===== config.mk =====
export PLATFORM = sky130hd
export DESIGN_NAME = mem_req_port
export DESIGN_NICKNAME = d
export VERILOG_FILES = /design/src/rtl/mem_req_port.sv
export SDC_FILE = /design/constraint.sdc
export NUM_CORES = 1
export LEC_CHECK = 0
export ABC_CLOCK_PERIOD_IN_PS = 1400
export CAP_MARGIN = 10
export CORE_MARGIN = 1.5
export CORE_UTILIZATION = 35
export CTS_CLUSTER_SIZE = 25
export DETAILED_ROUTE_END_ITERATION = 8
export GPL_TIMING_DRIVEN = 0
export PLACE_DENSITY = 0.74
export SLEW_MARGIN = 20
export SYNTH_ARGS = -nofsm -noshare
export SYNTH_HDL_FRONTEND = slang
export SYNTH_SLANG_ARGS = --single-unit

===== constraint.sdc =====
create_clock -name clk -period 1.4 [get_ports clk]
set_input_delay 0.28 -clock clk [delete_from_list [all_inputs] [get_ports clk]]
set_output_delay 0.28 -clock clk [all_outputs]
set_load 0.02 [all_outputs]

===== src/rtl/mem_req_port.sv =====
// Per-core initiator toward the banked-memory arbiter: one load/store in flight, one-cycle response pulse.
// Latency: accept edge N, enable in N+1, arbiter ready in N+2 at the earliest, response in N+3.
// Backpressure: req_ready is low while a request is outstanding; MEM_REQ_TIMEOUT_EN adds a watchdog abort.
module mem_req_port #(
  parameter int ADDR_SIZE      = 8,
  parameter int REG_SIZE       = 8,
  parameter int TIMEOUT_CYCLES = 64
) (
  input  logic                 clk,
  input  logic                 reset,
  input  logic                 req_valid,
  input  logic                 req_we,
  input  logic [ADDR_SIZE-1:0] req_addr,
  input  logic [REG_SIZE-1:0]  req_wdata,
  output logic                 req_ready,
  output logic                 resp_valid,
  output logic [REG_SIZE-1:0]  resp_data,
  output logic                 resp_err,
  output logic [1:0]           enable,
  output logic [ADDR_SIZE-1:0] addr,
  output logic [REG_SIZE-1:0]  wr_data,
  input  logic [REG_SIZE-1:0]  rd_data,
  input  logic                 ready
);

  localparam logic [0:0] IDLE = 1'b0;
  localparam logic [0:0] REQ  = 1'b1;

  logic [0:0] state;
  logic       we_q;
  logic       accept;
  logic       complete;
  logic       abort;

  assign req_ready = (state == IDLE);
  assign accept    = (state == IDLE) && req_valid;
  assign complete  = (state == REQ) && ready;

`ifdef MEM_REQ_TIMEOUT_EN
  localparam int CW = ($clog2(TIMEOUT_CYCLES) > 8) ? $clog2(TIMEOUT_CYCLES) : 8;

  logic [CW-1:0] wait_cnt;

  // A ready arriving in the abort cycle takes priority, so abort requires ready low.
  assign abort = (state == REQ) && !ready && (wait_cnt == CW'(TIMEOUT_CYCLES - 1));

  always_ff @(posedge clk or posedge reset) begin
    if (reset) begin
      wait_cnt <= '0;
      resp_err <= 1'b0;
    end else begin
      resp_err <= abort;
      if (accept) begin
        wait_cnt <= '0;
      end else if ((state == REQ) && !ready && !abort) begin
        wait_cnt <= wait_cnt + 1'b1;
      end
    end
  end
`else
  assign abort    = 1'b0;
  assign resp_err = 1'b0;
`endif

  // Enable drops in the ready cycle so the arbiter cannot grant this core a second time.
  always_comb begin
    enable = 2'b00;
    if ((state == REQ) && !ready && !abort) begin
      enable = we_q ? 2'b10 : 2'b01;
    end
  end

  always_ff @(posedge clk or posedge reset) begin
    if (reset) begin
      state      <= IDLE;
      we_q       <= 1'b0;
      addr       <= '0;
      wr_data    <= '0;
      resp_valid <= 1'b0;
      resp_data  <= '0;
    end else begin
      resp_valid <= 1'b0;
      if (state == IDLE) begin
        if (req_valid) begin
          state   <= REQ;
          we_q    <= req_we;
          addr    <= req_addr;
          wr_data <= req_we ? req_wdata : '0;
        end
      end else begin
        if (complete) begin
          state      <= IDLE;
          resp_valid <= 1'b1;
          resp_data  <= we_q ? '0 : rd_data;
        end else if (abort) begin
          state      <= IDLE;
          resp_valid <= 1'b1;
          resp_data  <= '0;
        end
      end
    end
  end

  a_timeout_param: assert property (@(posedge clk) TIMEOUT_CYCLES > 1);

  a_enable_onehot: assert property (@(posedge clk) disable iff (reset) enable != 2'b11);

  a_req_stable: assert property (@(posedge clk) disable iff (reset)
    ((state == REQ) && !complete && !abort) |=> ($stable(addr) && $stable(wr_data)));

  a_resp_single: assert property (@(posedge clk) disable iff (reset) resp_valid |=> !resp_valid);

endmodule


==> reports/metrics.yaml, run 1 <==
cts:
  cts_tree: "yes"
  cts.clk_slew.worst_paths_ns: 0.15
  root_buffer: "clkbuf_4"
layout:
  final_cells: 199
  n_antenna_cell: 0
  area_growth_pct: 59.9
  postLayoutCellArea_um2: 1830
grt:
  antenna_found_initial: 0
  grt_pass1_wl_um: 3870
sta:
  rsz0062_at_grt: "yes"
place:
  gp_congestion: 0.681
  port_buffers: 55
  dpl_cell_area_um2: 1750
logic_synthesis:
  postSynth.asyncResetShare_pct: 100
  top_cells_by_count: "dfrtp_1 (27), mux2_2 (16), inv_1 (12)"
  synthDistinctLibCells: 14
  synth-seq-cells: 27
  synth.yosys.seq_area_share_pct: 58.9
  top_area_cell: "dfrtp_1"
  area_leaders: "dfrtp_1 (59%), mux2_2 (16%), mux2i_1 (7.0%), nor2b_1 (4.9%), inv_1 (3.9%)"
  yosysWarnings: 0
  yosysTopAreaCellShare_pct: 58.9
outcome:
  status: "finished, final reports clean"
routing:
  antenna_left: 0
  drtPass1Iterations: 3
  vias_per_cell: 4.33
worst_setup_path:
  cp_max_fo: 3
power:
  p_per_area_nw_per_um2: 1250
run 1: flip-flops by register name (all words and copies together), names as in the netlist:
register / flops
wr_data: 8
we_q: 1
addr: 8
resp_data: 8
state: 1
resp_valid: 1
run 1: critical path, delay by kind of cell:
family                 cells  cell delay, ns
AND/OR/NAND/NOR            2            0.25
buffers and inverters      2            0.57
run 1: final cells by class:
| type | instances | area [um2] |
|---|---|---|
| buffer | 4 | 42.5 |
| inverter | 12 | 45.0 |
| tap | 44 | 55.1 |
| multi-input combinational | 48 | 409 |
| timing repair buffer | 60 | 576 |
| sequential | 27 | 677 |
| clock buffer | 3 | 22.5 |
| clock inverter | 1 | 7.51 |
| fill | 271 | 1240 |
run 1: worst paths after layout:
check / from / endpoint / slack (ns) / depth (start not counted)
hold / removal: req_we / wr_data[1]$_DFFE_PP0P_ / 0.31 / 3
max in group asynchronous: reset / we_q$_DFFE_PP0P_ / 0.62 / 2
setup reg to reg: state$_DFF_PP0_ / resp_data[7]$_DFFE_PP0P_ / 0.04 / 3
min in group asynchronous: reset / wr_data[1]$_DFFE_PP0P_ / 0.32 / 2
setup / recovery: ready / enable[1] / 0.02 / 4
hold reg to reg: addr[3]$_DFFE_PP0P_ / addr[3]$_DFFE_PP0P_ / 0.51 / 1
run 1: cell families after synthesis:
family	Yosys count	share of synthesized area, %
buffers and inverters	17	7.20
and+or+nand+nor	22	9.60
other	1	0.327
DFF	27	58.9
muxes	25	24.0
run 1: through the flow:
stage               setup TNS (ns)  utilization (%)  power, mW
floorplan                        0                -       1.55
global placement             -6.53             57.0       2.02
detailed placement           -8.14             57.0       2.05
CTS                              0             57.9       2.29
global route                -0.279             59.6       2.44
finish                           0             59.6       2.30
run 1: routing by layer:
| metal | vias up | share of wire [%] | track usage, % |
|---|---|---|---|
| met4 | 0 | 0.67 | 5.71 |
| met1 | 416 | 40 | 15.8 |
| li1 | 410 | - | - |
| met3 | 2 | 9.8 | 5.84 |
| met2 | 33 | 49 | 25.6 |
| met5 | - | 0 | 0 |
run 1: placed cells by master (no fill, tap or decap):
cell	count
clkdlybuf4s15_1	4
nand2_1	9
dlygate4sd2_1	21
buf_12	2
mux2_4	1
dfrtp_2	1
buf_1	1
clkinvlp_4	1
nand2b_1	1
dfrtp_1	26
buf_2	1
nor2_2	2
mux2_2	16
mux2i_1	8
buf_4	4
clkbuf_4	3
clkdlybuf4s50_1	27
buf_6	4
nand2b_4	1
conb_1	1
nor2b_4	1
nor2b_1	8
inv_1	11
clkinv_1	1
run 1: power breakdown:
group          internal [mW]  switching, mW  total [mW]  leakage [nW]
clock                  0.109          0.233       0.343        0.0139
sequential             0.955         0.0868        1.04         0.335
combinational          0.457          0.460       0.916         0.540
run 1: timing repair:
item,in CTS,in global routing
resized,47,8
setup endpoints to repair,28,16
setup buffers,2,2
cloned,0,1
Fig. 1: run 1, gate-type map
Drawn at 6 px/um.
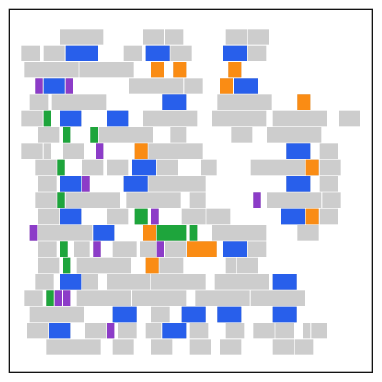
colour	family	cells
orange	NOR gates	11
green	NAND gates	11
purple	inverters	12
blue	multiplexers	25

Fig. 2: run 1, the clock network
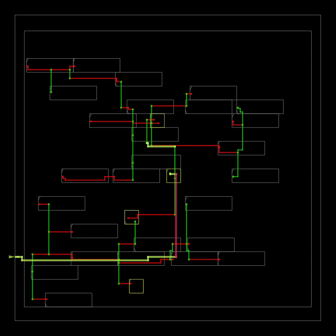
Latency at later pin: 0.33 ns
Clk. pwr: 343 uW
Clock buffer cells: 3
Num CTS Buffers: 3

Fig. 3: run 1, signal wires by layer
Drawn at 4 px/um. Only two layers are drawn.
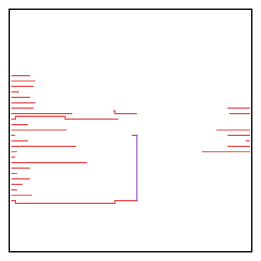
colour	layer	wire length
purple	metal 4	16.3 um
red	metal 3	234 um
detailed-route via count: 861
Total GRT Usage: 14.7%
total routed wirelength: 2390 um
detailed-route wire length per cell: 12.0 um

--- run 2 (diff from run 1) ---
--- a/config.mk
+++ b/config.mk
@@ -5,6 +5,7 @@
 export SDC_FILE = /design/constraint.sdc
 export NUM_CORES = 1
 export LEC_CHECK = 0
+export ABC_AREA = 1
 export ABC_CLOCK_PERIOD_IN_PS = 1400
 export CAP_MARGIN = 10
 export CORE_MARGIN = 1.5
@@ -12,7 +13,7 @@
 export CTS_CLUSTER_SIZE = 25
 export DETAILED_ROUTE_END_ITERATION = 8
 export GPL_TIMING_DRIVEN = 0
-export PLACE_DENSITY = 0.74
+export PLACE_DENSITY = 0.73
 export SLEW_MARGIN = 20
 export SYNTH_ARGS = -nofsm -noshare
 export SYNTH_HDL_FRONTEND = slang
Fig. 4: run 2, clock distribution
Drawn at 8 px/um.
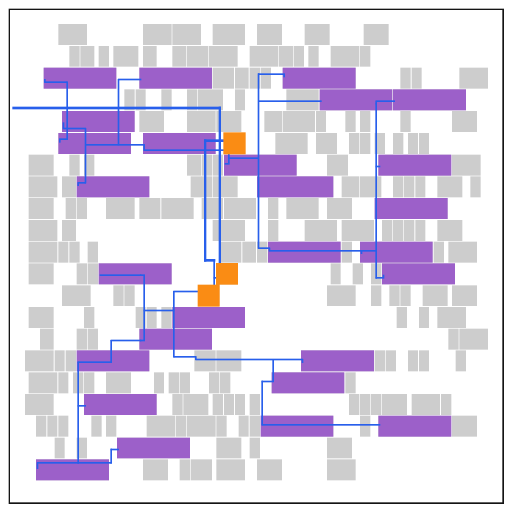
[blue] clock wires | length: 318 um
[orange] clock drivers | count: 3
[purple] flip-flops | count: 27
routed clock nets	4
flops lie	spread over the die
Clock Skew: 0.00577 ns
Clk. pwr: 350 uW
Clock Power Share: 15.7%

Fig. 5: run 2, signal wires by layer
Drawn at 4 px/um. Only two layers are drawn.
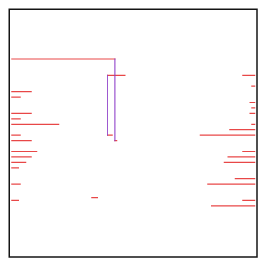
colour	layer	wire length
red	metal 3	160 um
purple	metal 4	35.4 um
detailed-route wire length per cell: 10.1 um
total routed wirelength: 2680 um
detailed-route via count: 1,089
Total GRT Usage: 14.9%

==> run 2 against run 1 <==
First-iteration DRC count rose to 7.7 times the previous value. Sequential share of layout area fell by 1.3 points. Worst hold slack got worse by 0.049 ns. Clock skew down 0.0046 ns. Die size is 4.3% higher. Utilization fell by 2.1 points. Clock-buffer cell count is the same. Critical endpoint unchanged.
==> reports/metrics.yaml, run 2 <==
cts:
  cts.clk_slew.worst_paths_ns: 0.15  # about the same
  root_buffer: "clkbuf_4"  # unchanged
  clk_latency_ns: 0.33  # about the same
  cts-buffers-inserted: 3  # unchanged
  cts_tree: "yes"  # unchanged
logic_synthesis:
  synth.yosys.seq_area_share_pct: 56.3  # was 58.9%
  top_cells_by_count: "nand2_1 (76), dfrtp_1 (27), inv_1 (19)"  # was dfrtp_1 (27), mux2_2 (16), inv_1 (12)
  postSynth.asyncResetShare_pct: 100  # unchanged
  yosysTopAreaCellShare_pct: 56.3  # was 58.9%
  yosysWarnings: 0  # unchanged
  synth-seq-cells: 27  # unchanged
sta:
  rsz0062_at_grt: "yes"  # unchanged
  final-hold-violation-count: 0  # unchanged
  drv_slew: 0  # unchanged
worst_setup_path:
  r2r_setup_slack_ns: 0.28  # was 0.04 ns
  cp_max_fo: 4  # was 3
grt:
  antenna_found_initial: 0  # unchanged
  grt_pass1_wl_um: 4280  # was 3870 um
power:
  combPwrFrac_pct: 38.6  # was 39.8%
  p_sw_share_pct: 36.2  # was 33.9%
  p_int_mw: 1.42  # was 1.52 mW
  p_sw_uw: 807  # was 780 uW
  p_per_area_nw_per_um2: 1170  # was 1250 nW/um2
  power_frac_seq_pct: 45.7  # was 45.3%
layout:
  finalCoreUtilization_pct: 57.4  # was 59.6%
  final_cell_mix: "nand2_1 (75), dfrtp_1 (26), dlygate4sd2_1 (26), clkdlybuf4s50_1 (26), inv_1 (17)"  # was clkdlybuf4s50_1 (27), dfrtp_1 (26), dlygate4sd2_1 (21), mux2_2 (16), inv_1 (11)
  area_growth_pct: 58.5  # was 59.9%
  biggestRegsByFlops: "addr (8), resp_data (8), wr_data (8)"  # unchanged
  lay_top_count: "nand2_1"  # was clkdlybuf4s50_1
routing:
  antenna_left: 0  # unchanged
  drtPass1Iterations: 4  # was 3
  vias_per_cell: 4.09  # was 4.33
place:
  port_buffers: 55  # unchanged
  gp_congestion: 0.656  # was 0.681
outcome:
  status: "finished, final reports clean"  # unchanged
## run 2: netlist changes by cell type after synthesis, moves of 2 or more
cell | before | now
buf_2 | 0 | 3
nor2b_1 | 9 | 0
mux2_2 | 16 | 0
nand2b_1 | 2 | 0
mux2i_1 | 8 | 0
nand2_1 | 9 | 76
inv_2 | 0 | 3
nor2_1 | 2 | 10
inv_1 | 12 | 19
nand3_1 | 0 | 9
## run 2: area by class of cell
class | count | area [um2]
Fill cell | 329 | 1410
Sequential cell | 27 | 677
Timing Repair Buffer | 63 | 582
Multi-Input combinational cell | 99 | 423
Inverter | 22 | 90.1
Tap cell | 46 | 57.6
Buffer | 5 | 42.5
Clock buffer | 3 | 22.5
Clock inverter | 1 | 7.51
## run 2: repair_timing
action	4_1_cts	5_1_grt
gates resized	45	13
pin swaps	2	2
hold buffers	0	0
setup endpoints to repair	28	3
buffers inserted	3	5
## run 2: path summary, 6_finish.rpt
| path | to | cells after the start | start |
|---|---|---|---|
| hold / removal | we_q$_DFFE_PP0P_ | 3 | req_we |
| min in group asynchronous | resp_valid$_DFF_PP0_ | 2 | reset |
| max in group asynchronous | state$_DFF_PP0_ | 2 | reset |
| setup / recovery | enable[1] | 3 | state$_DFF_PP0_ |
| setup reg to reg | resp_data[4]$_DFFE_PP0P_ | 5 | state$_DFF_PP0_ |
| hold reg to reg | addr[1]$_DFFE_PP0P_ | 2 | addr[1]$_DFFE_PP0P_ |
## run 2: layer usage
| layer | global-route usage (%) | share of wire, % | wire length (um) | vias up |
|---|---|---|---|---|
| li1 | - | - | - | 575 |
| met1 | 18.8 | 43 | 1160 | 477 |
| met2 | 26.0 | 49 | 1330 | 33 |
| met3 | 2.10 | 5.9 | 159 | 4 |
| met4 | 5.47 | 1.3 | 35 | 0 |
| met5 | 0 | 0 | 0 | - |
## run 2: worst max-delay path: stages (launching register included)
cell and delay (ns):
dfrtp_2 0.47, nand2_4 0.09, nor2_4 0.09, buf_6 0.12
## run 2: power by group through the flow
| stage | registers (mW) | logic (mW) | clock network (mW) |
|---|---|---|---|
| floorplan | 1.21 | 0.262 | 0 |
| global placement | 1.03 | 0.883 | 0 |
| detailed placement | 1.03 | 0.895 | 0 |
| CTS | 1.02 | 0.813 | 0.360 |
| global route | 1.04 | 0.947 | 0.380 |
| finish | 1.02 | 0.859 | 0.350 |
## run 2: logic make-up (layout without fill, tap and decap cells)
logic type | after synthesis | after routing | share of synthesized area [%]
simple gates | 98 | 98 | 33.1
buf+inv | 28 | 94 | 10.3
flops | 27 | 27 | 56.3
other cells | 1 | 1 | 0.313
## run 2: stage by stage
stage	area (um2)	TNS [ns]	cells	hold WS [ns]	power, mW
final	1900	0	266	0.257	2.23
after global routing	1900	-0.0542	266	0.260	2.37
after CTS	1830	-0.0310	261	0.259	2.19
after detailed placement	1810	-6.84	255	0.458	1.93
after global placement	1810	-5.79	255	0.453	1.91
after floorplan	1200	0	154	0.333	1.47
Power is estimated from default activity; no workload was simulated.
